### src/rtl/qspi_arbiter.sv
// Round-robin arbiter that shares one QSPI controller between an instruction fetch port
// and a data load/store port. Addresses with addr[24]=0 are flash and cannot be written.
module qspi_arbiter (
  input  logic        clk,
  input  logic        rst,
  input  logic        instr_req,
  input  logic [24:0] instr_addr,
  input  logic [1:0]  instr_len,
  output logic        instr_ack,
  output logic [31:0] instr_data,
  output logic        instr_valid,
  input  logic        data_req,
  input  logic        data_we,
  input  logic [24:0] data_addr,
  input  logic [1:0]  data_len,
  input  logic [31:0] data_wdata,
  output logic        data_ack,
  output logic [31:0] data_rdata,
  output logic        data_valid,
  output logic        data_err,
  output logic [24:0] q_addr_in,
  output logic [7:0]  q_data_in,
  output logic        q_start_read,
  output logic        q_start_write,
  output logic        q_stall_txn,
  output logic        q_stop_txn,
  input  logic [7:0]  q_data_out,
  input  logic        q_data_req,
  input  logic        q_data_ready,
  input  logic        q_busy,
  output logic [2:0]  dbg_state
);

  // Handshake: a requester holds req and operands steady until its one-cycle ack.
  // Completion is a one-cycle valid on the granted port; read data holds until that
  // port's next completion. Only one transaction is ever open, and no new ack is
  // issued before the open transaction's valid pulse.
  typedef enum logic [2:0] {IDLE, START, XFER, STOP, WERR} state_t;

  state_t      state, state_d;
  logic        last_data;
  logic        cur_data;
  logic        cur_we;
  logic [24:0] cur_addr;
  logic [1:0]  cur_len;
  logic [31:0] cur_wdata;
  logic [1:0]  cnt;
  logic [31:0] asm_q;

  logic grant_i, grant_d, stb, done;

  always_comb begin
    state_d = state;
    grant_i = 1'b0;
    grant_d = 1'b0;
    stb     = 1'b0;
    done    = 1'b0;
    case (state)
      IDLE: begin
        // Data wins when alone or when instr was served last.
        if (data_req && (!instr_req || !last_data)) begin
          grant_d = 1'b1;
          state_d = (data_we && !data_addr[24]) ? WERR : START;
        end else if (instr_req) begin
          grant_i = 1'b1;
          state_d = START;
        end
      end
      START: if (q_busy) state_d = XFER;
      XFER: begin
        stb = cur_we ? q_data_req : q_data_ready;
        if (stb && cnt == cur_len) state_d = STOP;
      end
      STOP: begin
        if (!q_busy) begin
          done    = 1'b1;
          state_d = IDLE;
        end
      end
      WERR: begin
        done    = 1'b1;
        state_d = IDLE;
      end
      default: state_d = IDLE;
    endcase
  end

  always_ff @(posedge clk) begin
    if (rst) begin
      state       <= IDLE;
      last_data   <= 1'b0;
      cur_data    <= 1'b0;
      cur_we      <= 1'b0;
      cur_addr    <= '0;
      cur_len     <= '0;
      cur_wdata   <= '0;
      cnt         <= '0;
      asm_q       <= '0;
      instr_ack   <= 1'b0;
      data_ack    <= 1'b0;
      instr_valid <= 1'b0;
      data_valid  <= 1'b0;
      data_err    <= 1'b0;
      instr_data  <= '0;
      data_rdata  <= '0;
    end else begin
      state       <= state_d;
      instr_ack   <= grant_i;
      data_ack    <= grant_d;
      instr_valid <= done && !cur_data;
      data_valid  <= done && cur_data;
      data_err    <= (state == WERR);
      if (grant_i || grant_d) begin
        last_data <= grant_d;
        cur_data  <= grant_d;
        cur_we    <= grant_d && data_we;
        cur_addr  <= grant_d ? data_addr : instr_addr;
        cur_len   <= grant_d ? data_len : instr_len;
        cur_wdata <= data_wdata;
        cnt       <= '0;
        asm_q     <= '0;
      end
      if (stb) begin
        cnt <= cnt + 2'd1;
        if (!cur_we) asm_q[{cnt, 3'b000} +: 8] <= q_data_out;
      end
      // Write completions leave both read registers untouched.
      if (done && !cur_we) begin
        if (cur_data) data_rdata <= asm_q;
        else          instr_data <= asm_q;
      end
    end
  end

  assign q_start_read  = (state == START) && !cur_we && !rst;
  assign q_start_write = (state == START) && cur_we && !rst;
  assign q_stop_txn    = (state == STOP) && !rst;
  assign q_stall_txn   = 1'b0;
  assign q_addr_in     = cur_addr;
  assign q_data_in     = cur_wdata[{cnt, 3'b000} +: 8];
  assign dbg_state     = state;

endmodule

### config.mk
export PLATFORM = sky130hd
export DESIGN_NAME = qspi_arbiter
export DESIGN_NICKNAME = d
export VERILOG_FILES = /design/src/rtl/qspi_arbiter.sv
export SDC_FILE = /design/constraint.sdc
export NUM_CORES = 1
export LEC_CHECK = 0
export CORE_ASPECT_RATIO = 1.2
export CORE_MARGIN = 8
export CORE_UTILIZATION = 48
export DETAILED_ROUTE_END_ITERATION = 8
export GPL_ROUTABILITY_DRIVEN = 1
export PLACE_DENSITY = 0.81
export SYNTH_ARGS = -nofsm -noshare
export SYNTH_HDL_FRONTEND = slang
export SYNTH_SLANG_ARGS = --single-unit
### constraint.sdc
create_clock -name clk -period 2.59 [get_ports clk]
set_clock_uncertainty 0.05 [all_clocks]
set_input_delay 0.259 -clock clk [delete_from_list [all_inputs] [get_ports clk]]
set_output_delay 0.259 -clock clk [all_outputs]
set_load 0.005 [all_outputs]
Fig. 1: run 1, M1 wires
Supply wires on this layer in gray.
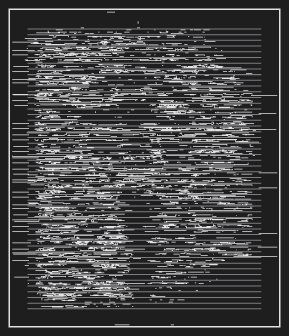
longest straight run: 35.0 um
main direction: horizontal
nets with wire on the layer: 939
share of all routed wire: 40%

Fig. 2: run 1, M2 wires
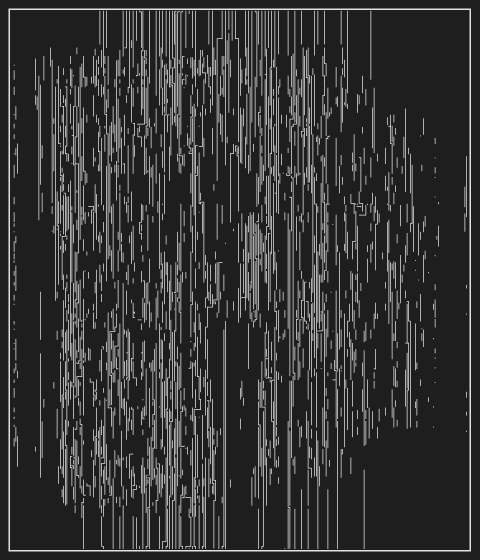
nets with wire on the layer: 888
longest straight run: 63.4 um
share of all routed wire: 50%
wire length on this layer: 10300 um
overall routed net length: 20.57 mm
via count: 6316
met2 Resource Use GR: 36.11%

Fig. 3: run 1, M3 wires
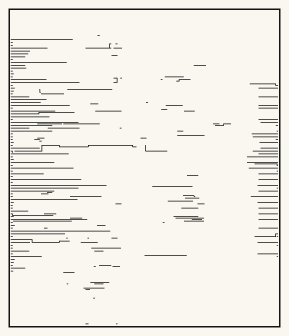
share of all routed wire: 8.4%
wire length on this layer: 1720 um
longest straight run: 47.1 um
main direction: horizontal
met3 global-route usage: 7.619%

==> summary.txt, run 1 <==
run results: R2R Path Start=dbg_state[1], detailed router's first-iteration violation count=422, number of global-route vias before repair=6252, H-tree depth reported by CTS=4, wire length on met3=1.717 mm, kind of critical path=reg -> out, critical path's largest stage delay=0.57 ns, Total Neg Setup Slack=0 ns, count of yosys warnings during synthesis=0, site row count=49, total inserted antenna cells=0, net count reported at finish=1039, fa+ha+maj area frac=0.8652%, cell at the root of the clock tree=clkbuf_16, ys cells=758, total of cells resized after clock tree synthesis=0, final critical-path required period=2.389 ns, warning total across the stage logs=30, uppermost layer routed=met4, synthesized chip area reported by yosys=7231 um^2, CTS tree=done, r2r endpoint=cur_wdata[28], Achievable Freq=418.7 MHz, top cells by count, synth=dfxtp_1, nand2b_1, mux2i_1, a21oi_1, o21ai_0, total number of cells along the worst setup path=3, floorplan die width=128.0 um, boundary pin count=211, slew at the pin closest to its max-slew limit=0.5895 ns, synthesized-area fraction occupied by xor and xnor cells=0.3634%, post-placement setup slack=0.4793 ns, Yosys top cell by instances=dfxtp_1, worst IR drop on VDD=0.3240 mV, mean cell area of the mapped netlist=9.539 um^2, post-route DRC violation count=0, global routing usage on met1=23.90%, Mapped Area=7231 um^2, GR peak layer=met2, number of antenna violations at the first check in global routing=0, result of the run=finished clean, clock latency on the worst-skew pair=0.42 ns, core utilization before placement=48.74%, fill cell count=1188, fraction of synthesis flops using an asynchronous set or reset pin=0%, average wire per standard cell=17.93 um, #FFs+latches synth=167, pwr dens=655.9 nW/um^2, Buf/Inv on CP=2, met2 routed WL=10.25 mm, number of buffers on the longest clock path=2, number of cells produced by synthesis=758, most instantiated logic cells after routing=clkdlybuf4s50_1, dfxtp_1, nand2b_1, mux2i_1, a21oi_1, share of total power consumed by net switching=24.12%, final worst path period share=92.22%, final worst hold slack=0.1987 ns, DR vias/cell=5.507, core occupancy in the finished layout=68.31%, library cells used by synthesis=50, Crit-path slowest cell=mux4_2, share of layout cells above drive strength 1=7.847%, number of cells in the design after placement=1117, worst hold start=rst, share of cell area taken by muxes after synthesis=11.78%, Psw=1.603 mW, sequential cell fraction of total power=41.6%, area overhead of the layout relative to synthesis=40.16%, first-pass GRT wire length=32.66 mm, cell area after placement=9472 um^2, Yosys top cell by area=dfxtp_1, post-synthesis compound-gate area fraction=16.73%, Critical Path Sink=q_data_in[4], Post-Layout Inst Area=10130 um^2, number of buffers added by the clock tree synthesis step=17, Synth Net Count=865, number of optimization iterations in the first detailed-route pass=4, Cell area leaders=dfxtp_1, nand2b_1, mux2i_1, Largest type area fraction=46.24%
[run 1: power groups by stage]
stage	sequential [mW]	combinational [mW]	clock, mW
after floorplan	2.80	0.568	0
after global placement	2.82	1.02	0
after detailed placement	2.82	1.03	0
after CTS	2.77	1.03	2.88
after global routing	2.78	1.12	3.00
final	2.77	1.03	2.85
[run 1: area by class of cell]
class	instances	share of cell area, %
timing repair buffer	224	22.35
clock inverter	11	2.173
multi-input combinational	520	35.53
tap	204	2.519
inverter	2	0.07407
sequential	167	32.99
clock buffer	19	4.370
[run 1: state kept, by name, summed over array words and instances, names as in the netlist]
signal,cells
asm_q,32
cnt,2
cur_data,1
cur_len,2
cur_wdata,32
cur_we,1
data_ack,1
data_err,1
data_rdata,32
data_valid,1
dbg_state,3
instr_ack,1
instr_data,32
instr_valid,1
q_addr_in,25
--- run 2 (diff from run 1) ---
--- a/config.mk
+++ b/config.mk
@@ -6,11 +6,13 @@
 export NUM_CORES = 1
 export LEC_CHECK = 0
 export CORE_ASPECT_RATIO = 1.2
-export CORE_MARGIN = 8
+export CORE_MARGIN = 3
 export CORE_UTILIZATION = 48
 export DETAILED_ROUTE_END_ITERATION = 8
 export GPL_ROUTABILITY_DRIVEN = 1
 export PLACE_DENSITY = 0.81
+export RECOVER_POWER = 100
+export REMOVE_ABC_BUFFERS = 1
 export SYNTH_ARGS = -nofsm -noshare
 export SYNTH_HDL_FRONTEND = slang
 export SYNTH_SLANG_ARGS = --single-unit
Fig. 4: run 2, clock nets
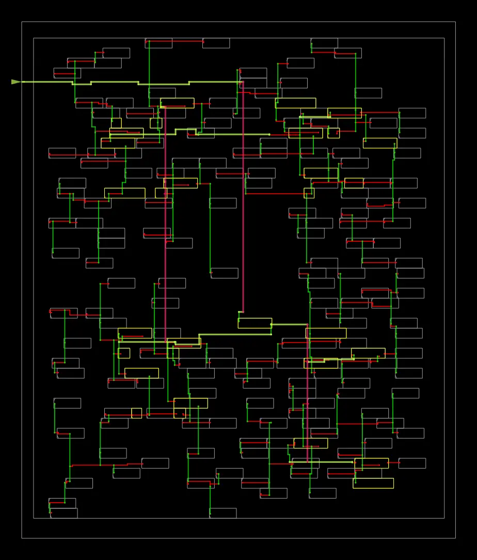
Seq cells: 167
number of buffers added by the clock tree synthesis step: 17
power drawn by the clock network: 2.69 mW

Fig. 5: run 2, M3 wires
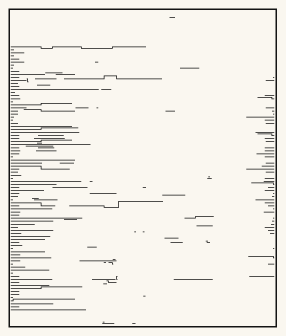
nets with wire on the layer: 162
main direction: horizontal
wire length on this layer: 1520 um
via count: 6232
overall routed net length: 19.26 mm

==> run 2 against run 1 <==
Clock power decreased by 6%. Sequential cell count unchanged. Die size decreased by 14%. Sequential power about the same. Total power decreased by 3.1%. Critical path type unchanged.
==> summary.txt, run 2 <==
run results: result of the run=finished clean, ys cells=758 (unchanged), R2R Path Start=dbg_state[1], cell at the root of the clock tree=clkbuf_16, net count reported at finish=1041 (+0.19%), Crit-path slowest cell=dfxtp_1, sequential cell fraction of total power=42.9% (+1.3 points), Yosys top cell by area=dfxtp_1, combinational logic power=0.992 mW (-4%), Critical Path Sink=q_data_in[1], Mapped Area=7231 um^2 (unchanged), slew at the pin closest to its max-slew limit=1.156 ns (+0.5660 ns), post-route DRC violation count=0 (unchanged), boundary pin count=211 (unchanged), multi-input combinational cell count=520 (unchanged), synthesized-area fraction occupied by xor and xnor cells=0.3634% (unchanged), flip-flop and latch area=3343 um^2, final worst path period share=95.06% (+2.8 points), Buf/Inv on CP=2 (unchanged), floorplan die width=118.0 um (-7.8%), mean cell area of the mapped netlist=9.539 um^2 (unchanged), crit path launch type=flop, most instantiated logic cells after routing=dfxtp_1, clkdlybuf4s50_1, nand2b_1, dlygate4sd3_1, mux2i_1, H-tree depth reported by CTS=4 (unchanged), share of cell area taken by muxes after synthesis=11.78% (unchanged), number of optimization iterations in the first detailed-route pass=5 (+1), final worst hold slack=0.3429 ns (+0.1442 ns), top cells by count, synth=dfxtp_1, nand2b_1, mux2i_1, a21oi_1, o21ai_0, Psw=1.619 mW (+0.95%), core utilization before placement=49.55% (+0.81 points), kind of critical path=reg -> out, uppermost layer routed=met4, r2r endpoint=q_addr_in[18], number of global-route vias before repair=6227 (-0.40%), multi-input combinational cell area=3577 um^2, final critical-path required period=2.462 ns (+0.07360 ns), number of buffers on the longest clock path=2 (unchanged), well-tap cell count=200 (-2.0%), met2 routed WL=9.477 mm (-7.5%), average wire per standard cell=16.80 um (-6.3%), total number of cells along the worst setup path=3 (unchanged), #FFs+latches synth=167 (unchanged), Gate power share=15.4%, critical path's largest stage delay=0.55 ns (-0.02 ns), count of non-CTS buffers in the layout=226 (+0.89%), total of cells resized after clock tree synthesis=0 (unchanged), non-clock buffer area fraction after layout=22.27% (-0.075 points), warning total across the stage logs=31 (+3.3%), Seq. pwr=2.76 mW (about the same), pwr dens=641.1 nW/um^2 (-2.2%), first-pass GRT wire length=31.20 mm (-4.5%), die outline area=16580 um^2, post-synthesis compound-gate area fraction=16.73% (unchanged), fraction of synthesis flops using an asynchronous set or reset pin=0% (unchanged), worst IR drop on VDD=0.4549 mV (+40%), detailed router's first-iteration violation count=435 (+3.1%), site row count=48 (-2.0%), total inserted antenna cells=0 (unchanged), DR vias/cell=5.438 (-1.2%), wire length on met3=1.521 mm (-11%), Buffers on Ports=209, dominant power group=registers, library cells used by synthesis=50 (unchanged), aggregate global-route resource usage=23.12%, share of layout cells above drive strength 1=7.822% (-0.025 points), share of total power consumed by net switching=25.12% (+1.0 points), fill cell count=1159 (-2.4%), Achievable Freq=406.2 MHz (-3.0%), clock latency on the worst-skew pair=0.42 ns (about the same), LEAKAGE=4.209 nW, largest cell class by area=combinational gates, fa+ha+maj area frac=0.8652% (unchanged), count of yosys warnings during synthesis=0 (unchanged), CTS tree=done, Setup Viol. Count Final=0, Yosys top cell by instances=dfxtp_1, count of non-CTS inverters in the layout=2 (unchanged), worst hold start=data_wdata[19], Clock buf/inv share=6.311% (-0.23 points), Cell area leaders=dfxtp_1, nand2b_1, mux2i_1, synthesized chip area reported by yosys=7231 um^2 (unchanged), flop share of the area=33.26% (+0.28 points), number of antenna violations at the first check in global routing=0 (unchanged), Largest type area fraction=46.24% (unchanged), area overhead of the layout relative to synthesis=39.00%, commonest non-fill, non-tap cell in the layout=dfxtp_1, number of cells produced by synthesis=758 (unchanged), multi-input combinational area share=35.59% (+0.060 points), core occupancy in the finished layout=68.87% (+0.56 points), Clock Buffer Count=18 (-1)
-- run 2: metal layers --
layer	up-vias	GRT usage, %
met5	-	0
met4	0	7.778
met3	23	8.360
met2	227	39.76
met1	2920	26.76
li1	3062	-
-- run 2: per-stage QoR --
| stage | area (um^2) | cells | total power [mW] | worst slack, ns | setup TNS (ns) |
|---|---|---|---|---|---|
| after floorplan | 6924 | 689 | 3.287 | -0.1377 | -3.665 |
| after global placement | 9482 | 1115 | 3.836 | 0.4917 | 0 |
| after detailed placement | 9482 | 1115 | 3.847 | 0.4399 | 0 |
| after CTS | 10120 | 1146 | 6.539 | 0.09945 | 0 |
| after global routing | 10050 | 1146 | 6.694 | 0.04082 | 0 |
| final | 10050 | 1146 | 6.444 | 0.1279 | 0 |
Power and IR drop assume default switching activity.
